$ cat src/rtl/hazard_bubble_ctrl.sv
// ID/EX bubble and pipeline-enable controller: load-use stalls (1..15 bubbles),
// branch/jump flushes deferred across memory freezes, and saturating perf counters.
module hazard_bubble_ctrl #(
   parameter int unsigned       CTRL_W            = 10,
   parameter int unsigned       RA_W              = 5,
   parameter int unsigned       LOAD_STALL_CYCLES = 1,
   parameter logic [CTRL_W-1:0] BUBBLE_VALUE      = {CTRL_W{1'b0}},
   parameter bit                ZERO_REG_SAFE     = 1'b1,
   parameter int unsigned       CNT_W             = 16
) (
   input  logic              clk,
   input  logic              reset,
   input  logic [CTRL_W-1:0] ctrl_in,
   input  logic [RA_W-1:0]   id_rs,
   input  logic [RA_W-1:0]   id_rt,
   input  logic              id_uses_rt,
   input  logic              ex_mem_read,
   input  logic [RA_W-1:0]   ex_rt,
   input  logic              flush_req,
   input  logic              mem_busy,
   output logic [CTRL_W-1:0] ctrl_out,
   output logic              pc_write,
   output logic              if_id_write,
   output logic              if_id_flush,
   output logic              id_ex_write,
   output logic              stall_active,
   output logic [CNT_W-1:0]  stall_cnt,
   output logic [CNT_W-1:0]  flush_cnt
);

   localparam logic [0:0] IDLE   = 1'b0;
   localparam logic [0:0] LSTALL = 1'b1;

   localparam int unsigned       REM_W       = 4;
   localparam bit                MULTI_STALL = (LOAD_STALL_CYCLES > 1);
   localparam logic [REM_W-1:0]  REMAIN_INIT =
      REM_W'(MULTI_STALL ? LOAD_STALL_CYCLES - 2 : 0);
   localparam logic [CNT_W-1:0]  CNT_MAX     = {CNT_W{1'b1}};

   logic [0:0]       state, state_nxt;
   logic [REM_W-1:0] remain, remain_nxt;
   logic             pending_flush, pending_flush_nxt;
   logic             stall_inc, flush_inc;
   logic             hz;

   // Load in EX writes a register the instruction in ID is about to read.
   always_comb begin
      hz = ex_mem_read
         & ((ex_rt == id_rs) | (id_uses_rt & (ex_rt == id_rt)))
         & ~(ZERO_REG_SAFE & (ex_rt == '0));
   end

   // State, pending flush and counters.
   always_ff @(posedge clk) begin
      if (reset) begin
         state         <= IDLE;
         remain        <= '0;
         pending_flush <= 1'b0;
         stall_cnt     <= '0;
         flush_cnt     <= '0;
      end else begin
         state         <= state_nxt;
         remain        <= remain_nxt;
         pending_flush <= pending_flush_nxt;
         if (stall_inc && (stall_cnt != CNT_MAX)) stall_cnt <= stall_cnt + CNT_W'(1);
         if (flush_inc && (flush_cnt != CNT_MAX)) flush_cnt <= flush_cnt + CNT_W'(1);
      end
   end

   // Next state and enables; priority reset > freeze > flush > stall > normal.
   always_comb begin
      state_nxt         = state;
      remain_nxt        = remain;
      pending_flush_nxt = pending_flush;
      stall_inc         = 1'b0;
      flush_inc         = 1'b0;
      ctrl_out          = ctrl_in;
      pc_write          = 1'b1;
      if_id_write       = 1'b1;
      if_id_flush       = 1'b0;
      id_ex_write       = 1'b1;
      stall_active      = 1'b0;

      if (reset) begin
         ctrl_out    = BUBBLE_VALUE;
         pc_write    = 1'b0;
         if_id_write = 1'b0;
         if_id_flush = 1'b1;
      end else if (mem_busy) begin
         pc_write    = 1'b0;
         if_id_write = 1'b0;
         id_ex_write = 1'b0;
         if (flush_req) pending_flush_nxt = 1'b1;
      end else if (flush_req || pending_flush) begin
         ctrl_out          = BUBBLE_VALUE;
         if_id_flush       = 1'b1;
         pending_flush_nxt = 1'b0;
         state_nxt         = IDLE;
         remain_nxt        = '0;
         flush_inc         = 1'b1;
      end else if ((state == LSTALL) || hz) begin
         ctrl_out     = BUBBLE_VALUE;
         pc_write     = 1'b0;
         if_id_write  = 1'b0;
         stall_active = 1'b1;
         stall_inc    = 1'b1;
         if (state == IDLE) begin
            if (MULTI_STALL) begin
               state_nxt  = LSTALL;
               remain_nxt = REMAIN_INIT;
            end
         end else if (remain == '0) begin
            state_nxt = IDLE;
         end else begin
            remain_nxt = remain - REM_W'(1);
         end
      end
   end

endmodule

$ cat config.mk
export PLATFORM = sky130hd
export DESIGN_NAME = hazard_bubble_ctrl
export DESIGN_NICKNAME = d
export VERILOG_FILES = /design/src/rtl/hazard_bubble_ctrl.sv
export SDC_FILE = /design/constraint.sdc
export NUM_CORES = 1
export LEC_CHECK = 0
export CAP_MARGIN = 40
export CELL_PAD_IN_SITES_DETAIL_PLACEMENT = 0
export CELL_PAD_IN_SITES_GLOBAL_PLACEMENT = 1
export CORE_MARGIN = 1.5
export CORE_UTILIZATION = 34
export CTS_CLUSTER_SIZE = 16
export DETAILED_ROUTE_END_ITERATION = 8
export GPL_TIMING_DRIVEN = 1
export PLACE_DENSITY = 0.84
export SYNTH_ARGS = -nofsm -noshare
export SYNTH_HDL_FRONTEND = slang
export SYNTH_SLANG_ARGS = --single-unit
$ cat constraint.sdc
create_clock -name clk -period 6.02 [get_ports clk]
set_clock_uncertainty 0.1 [all_clocks]
set_input_delay 1.806 -clock clk [delete_from_list [all_inputs] [get_ports clk]]
set_output_delay 1.806 -clock clk [all_outputs]
set_load 0.02 [all_outputs]
### Pin placement, run 1

Pins as bars across the die edge, other pins in grey.
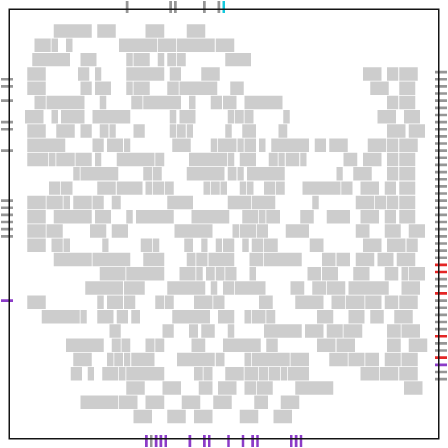
| colour | port | pins | direction | edge |
|---|---|---|---|---|
| red | `id_rt` | 5 | input | right |
| purple | `stall_cnt` | 16 | output | 14 bottom, 1 right, 1 left |
| cyan | `if_id_flush` | 1 | output | top |
die span in y: 81.5 um
die width: 81.5 um
IO buf count: 77

### Routing congestion, run 1

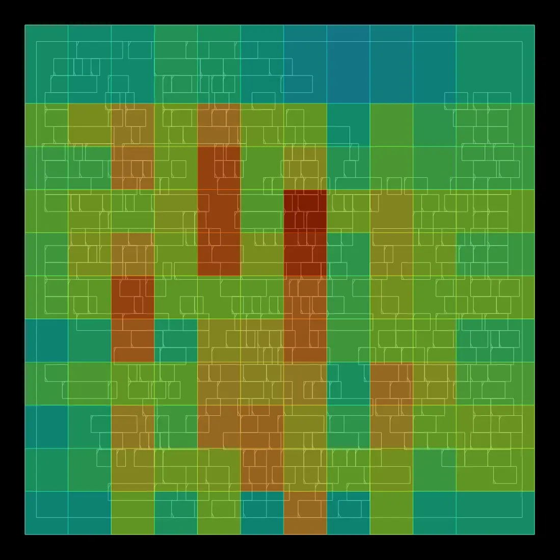
GRT met3 Usage: 4.44%
Tot GR Track Use: 16.1%

### Signal wires by layer, run 1

Two of the layers only.
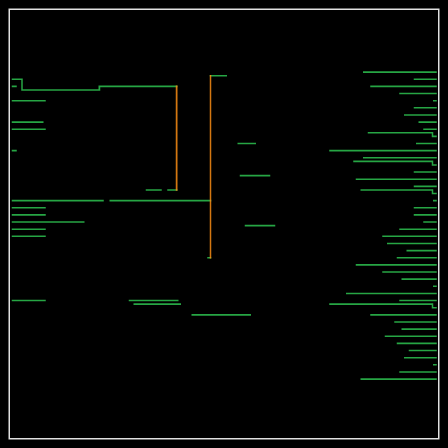
| colour | layer | wire length |
|---|---|---|
| green | metal 3 | 546 um |
| orange | metal 4 | 54.4 um |
via count: 2092
Routed WL: 5320 um

### Clock network drawn from the DEF, run 1

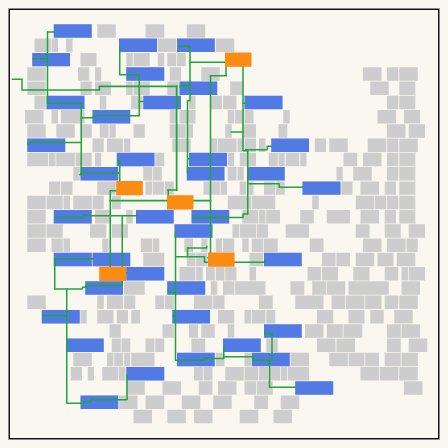
[green] clock wires | length: 523 um
[blue] flip-flops | count: 38
[orange] clock drivers | count: 5
routed clock nets: 6

==> impl_metrics.py, run 1 <==
# Auto-generated metrics
metrics = {
    "run_status": {
        "status": "completed",
    },
    "timing": {
        "hold_viol_final": 0,
        "whs_ns": 0.397,
        "rsz0062_at_grt": "false",
        "maxSlewViolCount": 0,
        "setup_ws_ns": 0.132,
        "max_freq_mhz": 170,
        "setup_viol": 0,
        "fin_tns_setup_ns": 0,
        "min_period_ns": 5.89,
        "worstMarginPinSlew_ns": 0.539,
        "period_used_pct": 97.8,
        "slew_headroom_pct": 64.1,
    },
    "placement": {
        "placed_area_um2": 3020,
        "gp_routability_congestion": 0.815,
        "hpwl_um": 3930,
        "pre_cts_ws_ns": -0.149,
        "placed_cells": 406,
    },
    "critical_path": {
        "end_kind": "output port",
        "crit_type": "in -> out",
        "crit_path_end": "ctrl_out[7]",
        "rr_worst_depth": 6,
        "crit_slowest_cell": "or4_1",
        "setup.worst_path.start": "ex_rt[1]",
        "r2r_start": "stall_cnt[6]",
        "worstPathArrival_ns": 3.98,
        "required_ns": 4.11,
        "startpoint_type": "input pin",
        "crit_chain": "clkdlybuf4s50_1, or4_1, o21a_1, a21o_1, o31ai_2, buf_4, and2_1, dlygate4sd2_1",
        "r2r_end": "stall_cnt[8]",
        "cp_max_fo": 10,
        "cpPeakStageDelay_ns": 0.52,
    },
    "synth": {
        "async_flop_share_pct": 0,
        "top_cell": "dfxtp_1",
        "ys.flops": 38,
        "largest_area_cell": "dfxtp_1",
        "yosysUniqueCellTypes": 46,
        "postSynthCellCount": 246,
        "yosys_area_um2": 2100,
        "synthesis.area_um2": 2100,
        "area_leaders": "dfxtp_1 (36%), xor2_1 (8.4%), nor2_1 (6.4%), a21oi_1 (3.3%), and2_1 (3.3%)",
        "yosysCellCount": 246,
        "fp_nets": 281,
        "yosys_warnings": 0,
        "syn_avg_cell_area_um2": 8.52,
        "ys_seq_share_pct": 36.3,
        "synthFlopType": "dfxtp_1",
        "yosys-top-cells-count": "dfxtp_1 (38), nor2_1 (36), xor2_1 (20)",
        "edf_count": 0,
    },
    "power": {
        "power.switching_mw": 0.122,
        "clock_power_mw": 0.164,
        "sequentialPowerShare_pct": 51.0,
        "p_clk_share_pct": 33.1,
        "swShare_pct": 24.6,
        "power_density_nw_per_um2": 161,
        "maxPowerGroup": "registers",
        "p_comb_mw": 0.0791,
        "p_leak_nw": 1.15,
        "power.share.combinational_pct": 15.9,
        "pg_seq_mw": 0.254,
    },
    "clock_tree": {
        "cts_made_buffers": 5,
        "cts-root-buf": "clkbuf_8",
        "worstSkewPairLatency_ns": 0.28,
        "ctsResizeCount": 12,
        "path_clk_slew_ns": 0.07,
        "cts_tree": "built",
        "clockBufferDepth": 2,
        "post_cts_buffers": 0,
        "cts_hold_buf": 0,
        "h-tree-depth": 2,
        "clkSinkCount": 38,
    },
    "grt": {
        "antenna_found_initial": 0,
        "grt_pass1_wl_um": 8400,
        "gr-total-overflow": 0,
        "grt_max_degree": 35,
        "grt_pass1_vias": 1894,
    },
    "cells_and_area": {
        "antennaDiodeCount": 0,
        "finish.utilization_pct": 52.1,
        "n_all_inverters": 5,
        "comb_area_share_pct": 41.0,
        "seq_cell_count": 38,
        "drive_gt1_share_pct": 9.76,
        "lay_top_cells": "clkdlybuf4s50_1 (64), dfxtp_1 (38), nor2_1 (36)",
        "flop_area_um2": 761,
        "sh_seq_area_pct": 24.6,
        "lay_top_count": "clkdlybuf4s50_1",
        "design_area_um2": 3090,
        "nClkBuffers": 7,
        "n_all_buffers": 92,
        "area_growth_pct": 47.2,
        "clock_tree_area_fraction_pct": 2.47,
        "comb_area_um2": 1260,
        "layout.nonclk_buf_share_pct": 28.3,
        "dominant_cells": "logic gates",
        "fillers": 581,
        "nets": 373,
        "logic_gate_count": 196,
    },
    "floorplanning": {
        "die_area_um2": 6650,
        "num_io_pins": 78,
        "floorplan.core_util_pct": 35.4,
        "taps": 75,
        "std_cell_rows": 28,
        "fp.coreArea_um2": 5920,
    },
    "detailed_routing": {
        "dr.pass1.iters": 4,
        "wl_per_cell_um": 12.9,
        "drt_iter0_drc": 80,
        "avgViaCountPerCell": 5.07,
        "drcViolationCount": 0,
    },
    "job": {
        "tool_warnings": 27,
        "maxCapViolCount": 0,
    },
    "min_path": {
        "hold_depth": 2,
        "hold_start": "stall_cnt[9]",
        "holdPathEnd": "stall_cnt[9]",
    },
}
## run 1: kinds of logic (layout without fill, tap and decap cells)
family                   after synthesis  count (layout)  share of synthesized area [%]
AND-OR/OR-AND                         37              37                           12.2
XOR/XNOR                              26              26                           10.9
adder cells (fa/ha/maj)                4               4                           2.39
buffers and inverters                 12             104                           3.40
flip-flops                            38              38                           36.3
multiplexers                           6               6                           3.04
AND/OR/NAND/NOR                      123             123                           31.9
## run 1: worst max-delay path: cells and delay by family
kind | cells | cell delay (ns)
simple gates | 2 | 0.64
buf+inv | 3 | 0.91
compound gates | 3 | 0.62
## run 1: per-layer routing
layer	global-route usage [%]	share of wire, %
met3	4.44	10
met4	6.03	1.0
met2	27.8	45
met1	19.0	44
met5	0	0
==> run 1 -> run 2 <==
--- a/config.mk
+++ b/config.mk
@@ -10,6 +10,7 @@
 export CELL_PAD_IN_SITES_GLOBAL_PLACEMENT = 1
 export CORE_MARGIN = 1.5
 export CORE_UTILIZATION = 34
+export CTS_BUF_LIST = sky130_fd_sc_hd__clkbuf_4 sky130_fd_sc_hd__clkbuf_8 sky130_fd_sc_hd__clkbuf_16
 export CTS_CLUSTER_SIZE = 16
 export DETAILED_ROUTE_END_ITERATION = 8
 export GPL_TIMING_DRIVEN = 1
==> impl_metrics.py, run 2 <==
# Auto-generated metrics
metrics = {
    "detailed_routing": {
        "met2WireLength_um": 2360,
        "drt-met1-wl_um": 2330,
        "drcViolationCount": 0,
        "drt_iter0_drc": 88,
        "drt_wl_total_um": 5280,
        "dr_wl_met3_um": 530,
    },
    "synth": {
        "postSynthCellCount": 246,
        "largest_area_cell": "dfxtp_1",
        "ys_seq_share_pct": 36.3,
        "ys.flops": 38,
        "edf_count": 0,
        "yosys_area_um2": 2100,
        "synthesis.area_um2": 2100,
        "yosysCellCount": 246,
        "syn_avg_cell_area_um2": 8.52,
        "yosys_warnings": 0,
        "yosysUniqueCellTypes": 46,
        "yosys-top-cells-count": "dfxtp_1 (38), nor2_1 (36), xor2_1 (20)",
    },
    "timing": {
        "worstMarginPinSlew_ns": 0.540,
        "max_freq_mhz": 170,
        "whs_ns": 0.393,
        "rsz0062_at_grt": "false",
        "setup_viol": 0,
        "period_used_pct": 97.8,
        "fin_tns_setup_ns": 0,
        "hold_viol_final": 0,
        "min_period_ns": 5.89,
        "slew_headroom_pct": 64.0,
        "maxSlewViolCount": 0,
        "setup_ws_ns": 0.132,
    },
    "placement": {
        "placed_cells": 406,
        "port_buffers": 77,
        "pre_cts_ws_ns": -0.149,
        "hpwl_um": 3930,
    },
    "power": {
        "sequentialPowerShare_pct": 50.2,
        "power.switching_mw": 0.122,
        "p_leak_nw": 1.16,
        "power.share.combinational_pct": 15.6,
        "pg_seq_mw": 0.254,
        "clock_power_mw": 0.173,
        "swShare_pct": 24.1,
        "maxPowerGroup": "registers",
    },
    "floorplanning": {
        "die_width_um": 81.5,
        "die_h_um": 81.5,
        "die_area_um2": 6650,
        "std_cell_rows": 28,
        "num_io_pins": 78,
        "fp.coreArea_um2": 5920,
        "floorplan.core_util_pct": 35.4,
    },
    "critical_path": {
        "crit_slowest_cell": "or4_1",
        "startpoint_type": "input pin",
        "crit_path_end": "ctrl_out[7]",
        "crit_type": "in -> out",
        "required_ns": 4.11,
        "path_depth": 8,
        "r2r_end": "stall_cnt[15]",
        "r2r_start": "pending_flush",
        "rr_worst_depth": 6,
        "path_buffers": 3,
        "worstPathArrival_ns": 3.98,
        "crit_chain": "clkdlybuf4s50_1, or4_1, o21a_1, a21o_1, o31ai_2, buf_4, and2_1, dlygate4sd2_1",
        "cpPeakStageDelay_ns": 0.52,
        "cp_max_fo": 10,
    },
    "job": {
        "maxCapViolCount": 0,
    },
    "min_path": {
        "holdPathEnd": "stall_cnt[9]",
    },
    "cells_and_area": {
        "fillers": 578,
        "finish.utilization_pct": 52.3,
        "lay_top_cells": "clkdlybuf4s50_1 (64), dfxtp_1 (38), nor2_1 (36)",
        "drive_gt1_share_pct": 10.4,
        "design_area_um2": 3090,
        "antennaDiodeCount": 0,
        "comb_area_um2": 1260,
        "nets": 373,
    },
    "grt": {
        "gr-total-overflow": 0,
        "met2_usage_pct": 27.6,
        "grt_pass1_wl_um": 8410,
        "grt_max_degree": 35,
        "track_usage_pct": 16.2,
        "use_met1_pct": 19.2,
        "antenna_found_initial": 0,
        "grt_pass1_vias": 1893,
        "busiest_layer": "met2",
    },
    "clock_tree": {
        "post_cts_buffers": 0,
        "h-tree-depth": 2,
        "cts_hold_buf": 0,
        "cts_made_buffers": 5,
        "clockBufferDepth": 2,
        "path_clk_slew_ns": 0.07,
        "worstSkewPairLatency_ns": 0.28,
        "cts-root-buf": "clkbuf_8",
    },
    "run_status": {
        "status": "completed",
    },
}
run 2: cell counts after synthesis:
Identical to the previous run, type by type.
run 2: repair_timing:
action                                  4_1_cts  5_1_grt
pin swaps                                     0        0
resized                                      12        2
endpoints found under the setup margin       12        2
run 2: final cells by class:
cell class                      count  area share [%]
Clock buffer                        7            2.71
Inverter                            5           0.607
Multi-Input combinational cell    196            40.9
Sequential cell                    38            24.6
Tap cell                           75            3.03
Timing Repair Buffer               92            28.2
run 2: logic make-up (layout without fill, tap and decap cells):
kind of cell	count (synthesis)	count (layout)	share of synthesized area [%]
AND/OR/NAND/NOR	123	123	31.9
AND-OR/OR-AND	37	37	12.2
buffers and inverters	12	104	3.40
adder cells (fa/ha/maj)	4	4	2.39
multiplexers	6	6	3.04
flip-flops	38	38	36.3
XOR/XNOR	26	26	10.9
### Signal wires by layer, run 2

Two of the layers only.
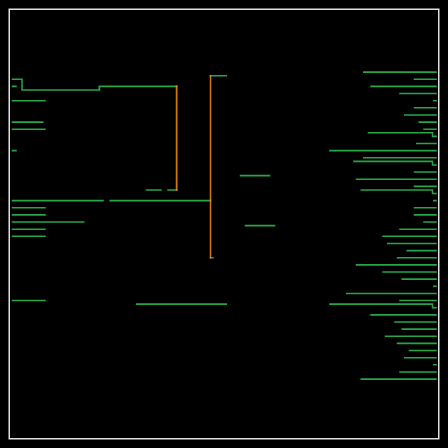
| colour | layer | wire length |
|---|---|---|
| orange | metal 4 | 54.4 um |
| green | metal 3 | 531 um |
Wirelength per Cell: 12.8 um
via count: 2089

==> run 2 -> run 3 <==
--- a/config.mk
+++ b/config.mk
@@ -9,12 +9,12 @@
 export CELL_PAD_IN_SITES_DETAIL_PLACEMENT = 0
 export CELL_PAD_IN_SITES_GLOBAL_PLACEMENT = 1
 export CORE_MARGIN = 1.5
-export CORE_UTILIZATION = 34
+export CORE_UTILIZATION = 30
 export CTS_BUF_LIST = sky130_fd_sc_hd__clkbuf_4 sky130_fd_sc_hd__clkbuf_8 sky130_fd_sc_hd__clkbuf_16
 export CTS_CLUSTER_SIZE = 16
 export DETAILED_ROUTE_END_ITERATION = 8
 export GPL_TIMING_DRIVEN = 1
-export PLACE_DENSITY = 0.84
+export PLACE_DENSITY = 0.76
 export SYNTH_ARGS = -nofsm -noshare
 export SYNTH_HDL_FRONTEND = slang
 export SYNTH_SLANG_ARGS = --single-unit
==> constraint.sdc (replaced) <==
create_clock -name clk -period 6.02 [get_ports clk]
set_clock_uncertainty 0.1 [all_clocks]
set_input_delay 1.806 -clock clk [delete_from_list [all_inputs] [get_ports clk]]
set_output_delay 1.806 -clock clk [all_outputs]
set_load 0.01 [all_outputs]
==> impl_metrics.py, run 3 <==
# Auto-generated metrics
metrics = {
    "power": {
        "swShare_pct": 20.9,
        "p_leak_nw": 1.18,
        "power.share.combinational_pct": 12.5,
        "maxPowerGroup": "clock",
        "sequentialPowerShare_pct": 42.5,
    },
    "synth": {
        "synthesis.area_um2": 2100,
        "yosysCellCount": 246,
        "aoi_share_pct": 12.2,
        "ys.flops": 38,
        "xor_share_pct": 10.9,
        "async_flop_share_pct": 0,
        "top_cell": "dfxtp_1",
        "syn_avg_cell_area_um2": 8.52,
        "fp_nets": 281,
        "edf_count": 0,
    },
    "critical_path": {
        "crit_type": "in -> out",
        "crit_slowest_cell": "or4_1",
        "critPathTopFamily": "buffers and inverters",
        "path_buffers": 3,
        "cpPeakStageDelay_ns": 0.52,
    },
    "detailed_routing": {
        "dr_total_vias": 2075,
        "drt-met1-wl_um": 2600,
        "avgViaCountPerCell": 4.77,
        "drcViolationCount": 0,
        "drt_wl_total_um": 5510,
        "highest_layer": "met4",
    },
    "grt": {
        "use_met3_pct": 4.00,
        "antenna_found_initial": 0,
        "gr-total-overflow": 0,
        "met2_usage_pct": 25.2,
    },
    "clock_tree": {
        "cts-root-buf": "clkbuf_8",
        "h-tree-depth": 2,
        "post_cts_buffers": 0,
        "path_clk_slew_ns": 0.07,
        "clkSinkCount": 38,
        "clockBufferDepth": 2,
    },
    "placement": {
        "gp_routability_congestion": 0.759,
        "port_buffers": 77,
        "placed_area_um2": 3050,
    },
    "cells_and_area": {
        "seq_cell_count": 38,
        "n_all_inverters": 5,
        "flop_area_um2": 761,
        "dominant_cells": "logic gates",
        "design_area_um2": 3180,
        "drive_gt1_share_pct": 10.6,
        "area_growth_pct": 51.6,
        "layout.nonclk_buf_share_pct": 27.4,
        "fillers": 677,
        "clock_tree_area_fraction_pct": 4.49,
        "nets": 373,
    },
    "timing": {
        "slew_headroom_pct": 60.3,
        "maxSlewViolCount": 0,
        "rsz0062_at_grt": "false",
        "setup_viol": 0,
        "period_used_pct": 97.2,
        "worstMarginPinSlew_ns": 0.590,
        "whs_ns": 0.401,
    },
    "floorplanning": {
        "taps": 96,
        "std_cell_rows": 30,
        "fp.coreArea_um2": 6790,
        "die_h_um": 86.6,
    },
    "run_status": {
        "status": "completed",
    },
}
[run 3: per-stage QoR]
stage / instances / utilization [%] / setup TNS, ns
floorplan: 246 / - / 0
global route: 435 / 46.8 / 0
detailed placement: 427 / 44.9 / -0.924
global placement: 427 / 44.9 / -0.473
finish: 435 / 46.8 / 0
CTS: 435 / 46.7 / 0
[run 3: worst paths after layout]
check | start | end | slack, ns | cells after the start
min | stall_cnt[11] | stall_cnt[11] | 0.40 | 2
max reg2reg | stall_cnt[0] | stall_cnt[15] | 3.67 | 6
min reg2reg | stall_cnt[11] | stall_cnt[11] | 0.40 | 2
max | ex_rt[1] | ctrl_out[5] | 0.17 | 8
[run 3: repair_timing]
item	in CTS	in global routing
setup endpoints to repair	12	1
hold buffers	0	0
pin swaps	0	0
gates resized	12	1
### Clock network drawn from the DEF, run 3

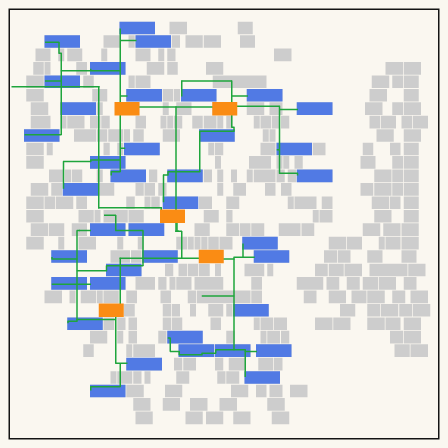
[orange] clock drivers | count: 5
[blue] flip-flops | count: 38
[green] clock wires | length: 495 um
routed clock nets: 6
Clk. pwr: 0.268 mW
clk latency late pin: 0.29 ns

Power and IR drop assume default switching activity.
